**src/rtl/rv_axi_rd_arb.sv**
```systemverilog
// AXI read-channel arbiter: merges NCH client AR channels onto one AXI master
// and routes R beats back to the issuing client by rid or by issue order.
//
// state | meaning
// IDLE  | no AR offered; pick a winner if a slot is free
// ADDR  | AR of channel gnt_q offered on the AXI master port
module rv_axi_rd_arb #(
    parameter int NCH       = 2,
    parameter int ADDR_W    = 28,
    parameter int ID_W      = 3,
    parameter int ARB_MODE  = 0,
    parameter int RID_ROUTE = 0,
    parameter int MAX_OUTST = 4
) (
    input  logic                        aclk,
    input  logic                        arst_n,
    input  logic [NCH*ADDR_W-1:0]       c_araddr,
    input  logic [NCH*8-1:0]            c_arlen,
    input  logic [NCH-1:0]              c_arvalid,
    output logic [NCH-1:0]              c_arready,
    output logic [NCH-1:0]              c_rvalid,
    output logic [NCH-1:0]              c_rlast,
    input  logic [NCH-1:0]              c_rready,
    output logic [31:0]                 c_rdata,
    output logic [1:0]                  c_rresp,
    output logic [ADDR_W-1:0]           araddr,
    output logic [7:0]                  arlen,
    output logic [ID_W-1:0]             arid,
    output logic                        arvalid,
    input  logic                        arready,
    input  logic [ID_W-1:0]             rid,
    input  logic [31:0]                 rdata,
    input  logic [1:0]                  rresp,
    input  logic                        rlast,
    input  logic                        rvalid,
    output logic                        rready,
    output logic [$clog2(MAX_OUTST):0]  outst,
    output logic                        err
);

    localparam int SEL_W = $clog2(NCH);
    localparam int CNT_W = $clog2(MAX_OUTST) + 1;
    localparam int PTR_W = (MAX_OUTST > 1) ? $clog2(MAX_OUTST) : 1;

    typedef enum logic {
        IDLE = 1'b0,
        ADDR = 1'b1
    } state_t;

    state_t             state_q, state_d;
    logic [SEL_W-1:0]   gnt_q, gnt_d;
    logic [SEL_W-1:0]   rr_ptr_q;
    logic [SEL_W-1:0]   win;
    logic               found;
    int                 idx;

    logic [SEL_W-1:0]   fifo_q [MAX_OUTST];
    logic [PTR_W-1:0]   wr_ptr_q, rd_ptr_q;
    logic [CNT_W-1:0]   outst_q;
    logic               err_q;

    logic               push, pop, full;
    logic               rid_oob, route_ok;
    logic [SEL_W-1:0]   sel;

    function automatic logic [PTR_W-1:0] ptr_inc(input logic [PTR_W-1:0] p);
        ptr_inc = (p == PTR_W'(MAX_OUTST - 1)) ? '0 : p + 1'b1;
    endfunction

    assign full = (outst_q == CNT_W'(MAX_OUTST));

    // Winner search; round-robin scans starting just after the last grant.
    always_comb begin
        win   = '0;
        found = 1'b0;
        idx   = 0;
        if (ARB_MODE == 0) begin
            for (int i = 0; i < NCH; i++) begin
                if (!found && c_arvalid[i]) begin
                    win   = SEL_W'(i);
                    found = 1'b1;
                end
            end
        end else begin
            for (int k = 1; k <= NCH; k++) begin
                idx = (int'(rr_ptr_q) + k) % NCH;
                if (!found && c_arvalid[idx]) begin
                    win   = SEL_W'(idx);
                    found = 1'b1;
                end
            end
        end
    end

    always_comb begin
        state_d   = state_q;
        gnt_d     = gnt_q;
        arvalid   = 1'b0;
        araddr    = '0;
        arlen     = '0;
        arid      = '0;
        c_arready = '0;
        push      = 1'b0;
        case (state_q)
            IDLE: begin
                if (found && !full) begin
                    state_d = ADDR;
                    gnt_d   = win;
                end
            end
            ADDR: begin
                arvalid          = 1'b1;
                araddr           = c_araddr[int'(gnt_q)*ADDR_W +: ADDR_W];
                arlen            = c_arlen[int'(gnt_q)*8 +: 8];
                arid             = ID_W'(gnt_q);
                c_arready[gnt_q] = arready;
                if (arready) begin
                    push    = 1'b1;
                    state_d = IDLE;
                end
            end
            default: state_d = IDLE;
        endcase
    end

    always_ff @(posedge aclk or negedge arst_n) begin
        if (!arst_n) begin
            state_q  <= IDLE;
            gnt_q    <= '0;
            rr_ptr_q <= SEL_W'(NCH - 1);
        end else begin
            state_q <= state_d;
            gnt_q   <= gnt_d;
            if (push) begin
                rr_ptr_q <= gnt_q;
            end
        end
    end

    // Unroutable beats (nothing outstanding, or rid naming no client) are
    // swallowed so the interconnect never stalls on them.
    assign rid_oob  = ({1'b0, rid} >= (ID_W+1)'(NCH));
    assign route_ok = (outst_q != '0) && !((RID_ROUTE != 0) && rid_oob);
    assign sel      = (RID_ROUTE != 0) ? rid[SEL_W-1:0] : fifo_q[rd_ptr_q];

    always_comb begin
        c_rvalid = '0;
        c_rlast  = '0;
        rready   = 1'b1;
        if (route_ok) begin
            rready        = c_rready[sel];
            c_rvalid[sel] = rvalid;
            c_rlast[sel]  = rlast;
        end
    end

    assign c_rdata = rdata;
    assign c_rresp = rresp;
    assign pop     = rvalid && rready && rlast && route_ok;

    always_ff @(posedge aclk or negedge arst_n) begin
        if (!arst_n) begin
            for (int i = 0; i < MAX_OUTST; i++) begin
                fifo_q[i] <= '0;
            end
            wr_ptr_q <= '0;
            rd_ptr_q <= '0;
            outst_q  <= '0;
            err_q    <= 1'b0;
        end else begin
            if (push) begin
                fifo_q[wr_ptr_q] <= gnt_q;
                wr_ptr_q         <= ptr_inc(wr_ptr_q);
            end
            if (pop) begin
                rd_ptr_q <= ptr_inc(rd_ptr_q);
            end
            if (push && !pop) begin
                outst_q <= outst_q + 1'b1;
            end else if (pop && !push) begin
                outst_q <= outst_q - 1'b1;
            end
            if ((rvalid && !route_ok) || (rvalid && rready && (rresp != 2'b00))) begin
                err_q <= 1'b1;
            end
        end
    end

    assign outst = outst_q;
    assign err   = err_q;

endmodule

```
**config.mk**
```make
export PLATFORM = sky130hd
export DESIGN_NAME = rv_axi_rd_arb
export DESIGN_NICKNAME = d
export VERILOG_FILES = /design/src/rtl/rv_axi_rd_arb.sv
export SDC_FILE = /design/constraint.sdc
export NUM_CORES = 1
export LEC_CHECK = 0
export CAP_MARGIN = 10
export CORE_MARGIN = 1.5
export CORE_UTILIZATION = 28
export CTS_CLUSTER_SIZE = 28
export DETAILED_ROUTE_END_ITERATION = 8
export GPL_ROUTABILITY_DRIVEN = 0
export PLACE_DENSITY = 0.95
export SLEW_MARGIN = 10
export SYNTH_ARGS = -nofsm -noshare
export SYNTH_HDL_FRONTEND = slang
export SYNTH_SLANG_ARGS = --single-unit
```
**constraint.sdc**
```tcl
create_clock -name aclk -period 5.9 [get_ports aclk]
set_input_delay 1.18 -clock aclk [delete_from_list [all_inputs] [get_ports aclk]]
set_output_delay 1.18 -clock aclk [all_outputs]
set_load 0.05 [all_outputs]
```
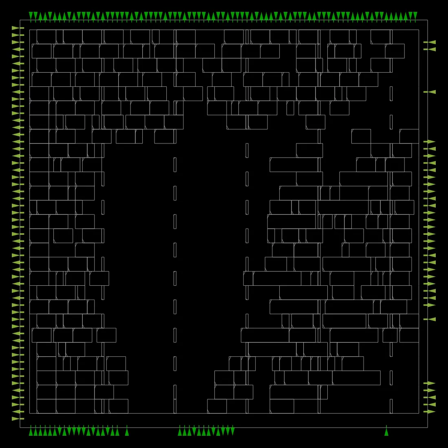
(images/placed.png)
sequential share of cell area: 0.128
n_taps: 72

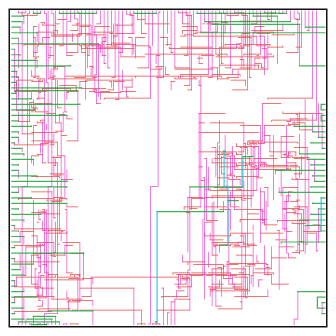
(images/layers.png)
Green marks M3, wire length 602 µm. Magenta marks M2, wire length 2,650 µm. Cyan marks M4, wire length 66.9 µm. Red marks M1, wire length 1,700 µm.
total track usage: 0.156
drt wl/cell: 14.1 µm
Routed WL: 5020 µm

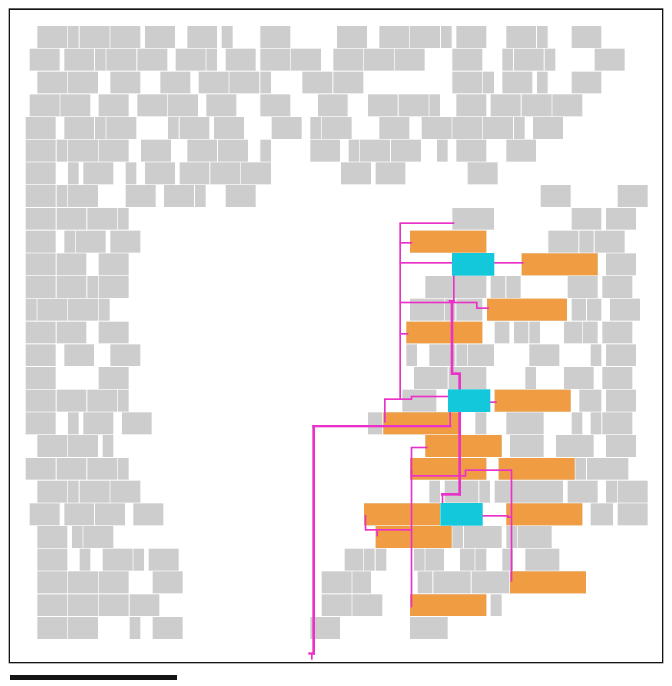
(images/clock_wires.png)
Scale bar: 20 µm.
Cyan marks clock-net drivers, count 3. Magenta marks clock wires, length 214 µm. Orange marks flip-flops, count 14.
There are 4 routed clock nets.
clock power share: 0.060
Worst Skew: 4.08 ps
Power Clock: 93.7 µW
clk_lat worst skew: 250 ps

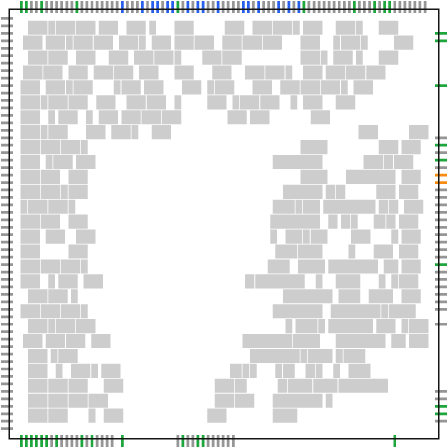
(images/pinout.png)
Pins as bars across the die edge, other pins in grey.
Orange marks c_rresp, pins 2, direction output, edge east. Blue marks c_arlen, pins 16, direction input, edge north. Green marks rdata, pins 32, direction input, edge 14 south, 10 north, 8 east.
All pins by edge: 81 north, 56 west, 33 south, 33 east.

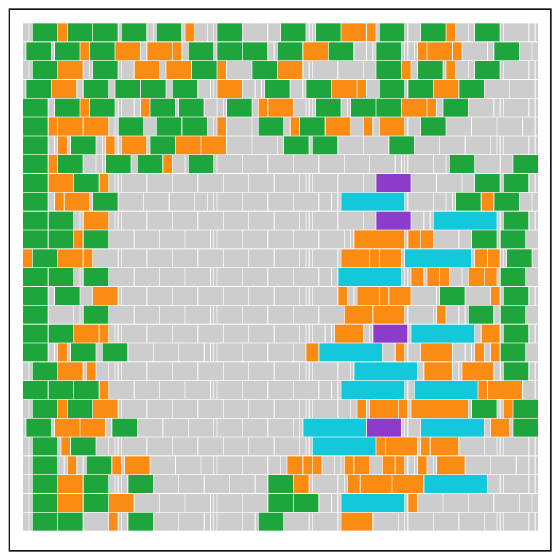
(images/class_map.png)
Fill, decap, tap and diode cells in grey.
Orange marks remaining logic cells, cells 132. Purple marks clock drivers and dummy loads, cells 4. Green marks remaining buffers and delay cells, cells 133. Cyan marks sequential cells, cells 14.

-- worst max-delay path, stage by stage --
cell             delay (ps)
clkdlybuf4s50_1         550
nand2_1                  80
nor2_1                  110
clkdlybuf4s50_1         810
-- final timing paths --
check | startpoint | end | cells after the start
worst min-delay path | err$_DFFE_PN0P_ | err$_DFFE_PN0P_ | 2
min in group asynchronous | arst_n | outst[0]$_DFFE_PN0P_ | 1
worst max register to register | rd_ptr_q[0]$_DFFE_PN0P_ | outst[1]$_DFFE_PN0P_ | 8
worst max-delay path | rvalid | c_rvalid[0] | 4
worst min register to register | err$_DFFE_PN0P_ | err$_DFFE_PN0P_ | 2
max in group asynchronous | arst_n | gnt_q$_DFFE_PN0P_ | 1
==> reports/qor.yml <==
largest_reg_flops: 4
cts_tree: "done"
fp_util: 0.288
arrival_ps: 2740
max_cap_violations: 0
holdBufCountCts: 0
wl_met1_um: 1700
synthDistinctLibCells: 28
comb_cells: 126
worst_pin_slew_ps: 1130
status: "finished clean"
relSlewSlack: 0.248
flops: 14
grt_pass1_vias: 1555
critPathRequiredTime_ps: 4720
ys_cells: 189
clock_buffers: 4
cts_resized: 0
ys_ff: 14
cp-start-kind: "input port"
dp.cells: 351
top_usage_layer: "met2"
dr.pass1.iters: 4
ys_sh_xor: 0.0167
rows: 27
seq_power_uw: 252
critical_path_class: "in2out"
r2r_setup_slack_ps: 3250
fmax_mhz: 255
top_cell: "nor2_1"
grt_pass1_wl_um: 7500
cts_max_path_buffers: 2
largest_class: "buffers"
io_buffers: 133
synth_seq_share: 0.222
antenna_found_initial: 0
synthArstFlopShare: 1.00
grt_overflow_total: 0
yosysWarningCount: 0
cts_num_sinks: 14
drtIter0Drc: 23
post_cts_buffers: 0
area_delta_synth_final_pct: 74.7
mux_share: 0.302
clkSlewWorstSetupHoldPaths_ps: 60
top_cells_by_area: "mux2i_1 (23%), dfrtp_1 (22%), buf_4 (17%)"
synthTopCellsByCount: "nor2_1 (42), buf_4 (36), mux2i_1 (36)"
antenna_left: 0
cts_buffers: 3
edf_count: 0
synth_cells: 189
grt_max_degree: 45
ios: 203
final-clk-cell-share: 0.0200
final-nonclk-buf-share: 0.483
chipArea_um2: 6090
cts-root-buf: "clkbuf_8"
final_area_um2: 2750
switching_power_uw: 900
combinationalPowerShare: 0.780
final-comb-area_um2: 903
min_period_ps: 3920
die_w_um: 78.0
ys_sh_simple: 0.158
setup_ws_ps: 1980
netlist.area_leader.share: 0.229
mostFrequentLayoutCells: "clkdlybuf4s50_1 (133), nor2_1 (42), mux2i_1 (36), dfrtp_1 (13), nand2_1 (9)"
synthAoiAreaFrac: 0.0317
place_hpwl_um: 4070
lay_top_count: "clkdlybuf4s50_1"
drive_above_1_share: 0.0565
crit_fanout: 5
vias: 1614
core_area_um2: 5470
dp_slack_ps: 2000
top_area_cell: "mux2i_1"
pwr_density_cell_nw_per_um2: 570
sh_comb_area: 0.328
stdcell_count: 355
finalSetupTns_ps: 0
synth.cell_area_um2: 1580
use_met1: 0.152
finalCritPeriodShare: 0.664
No activity file was given, so power comes from the tool's default toggle rates.
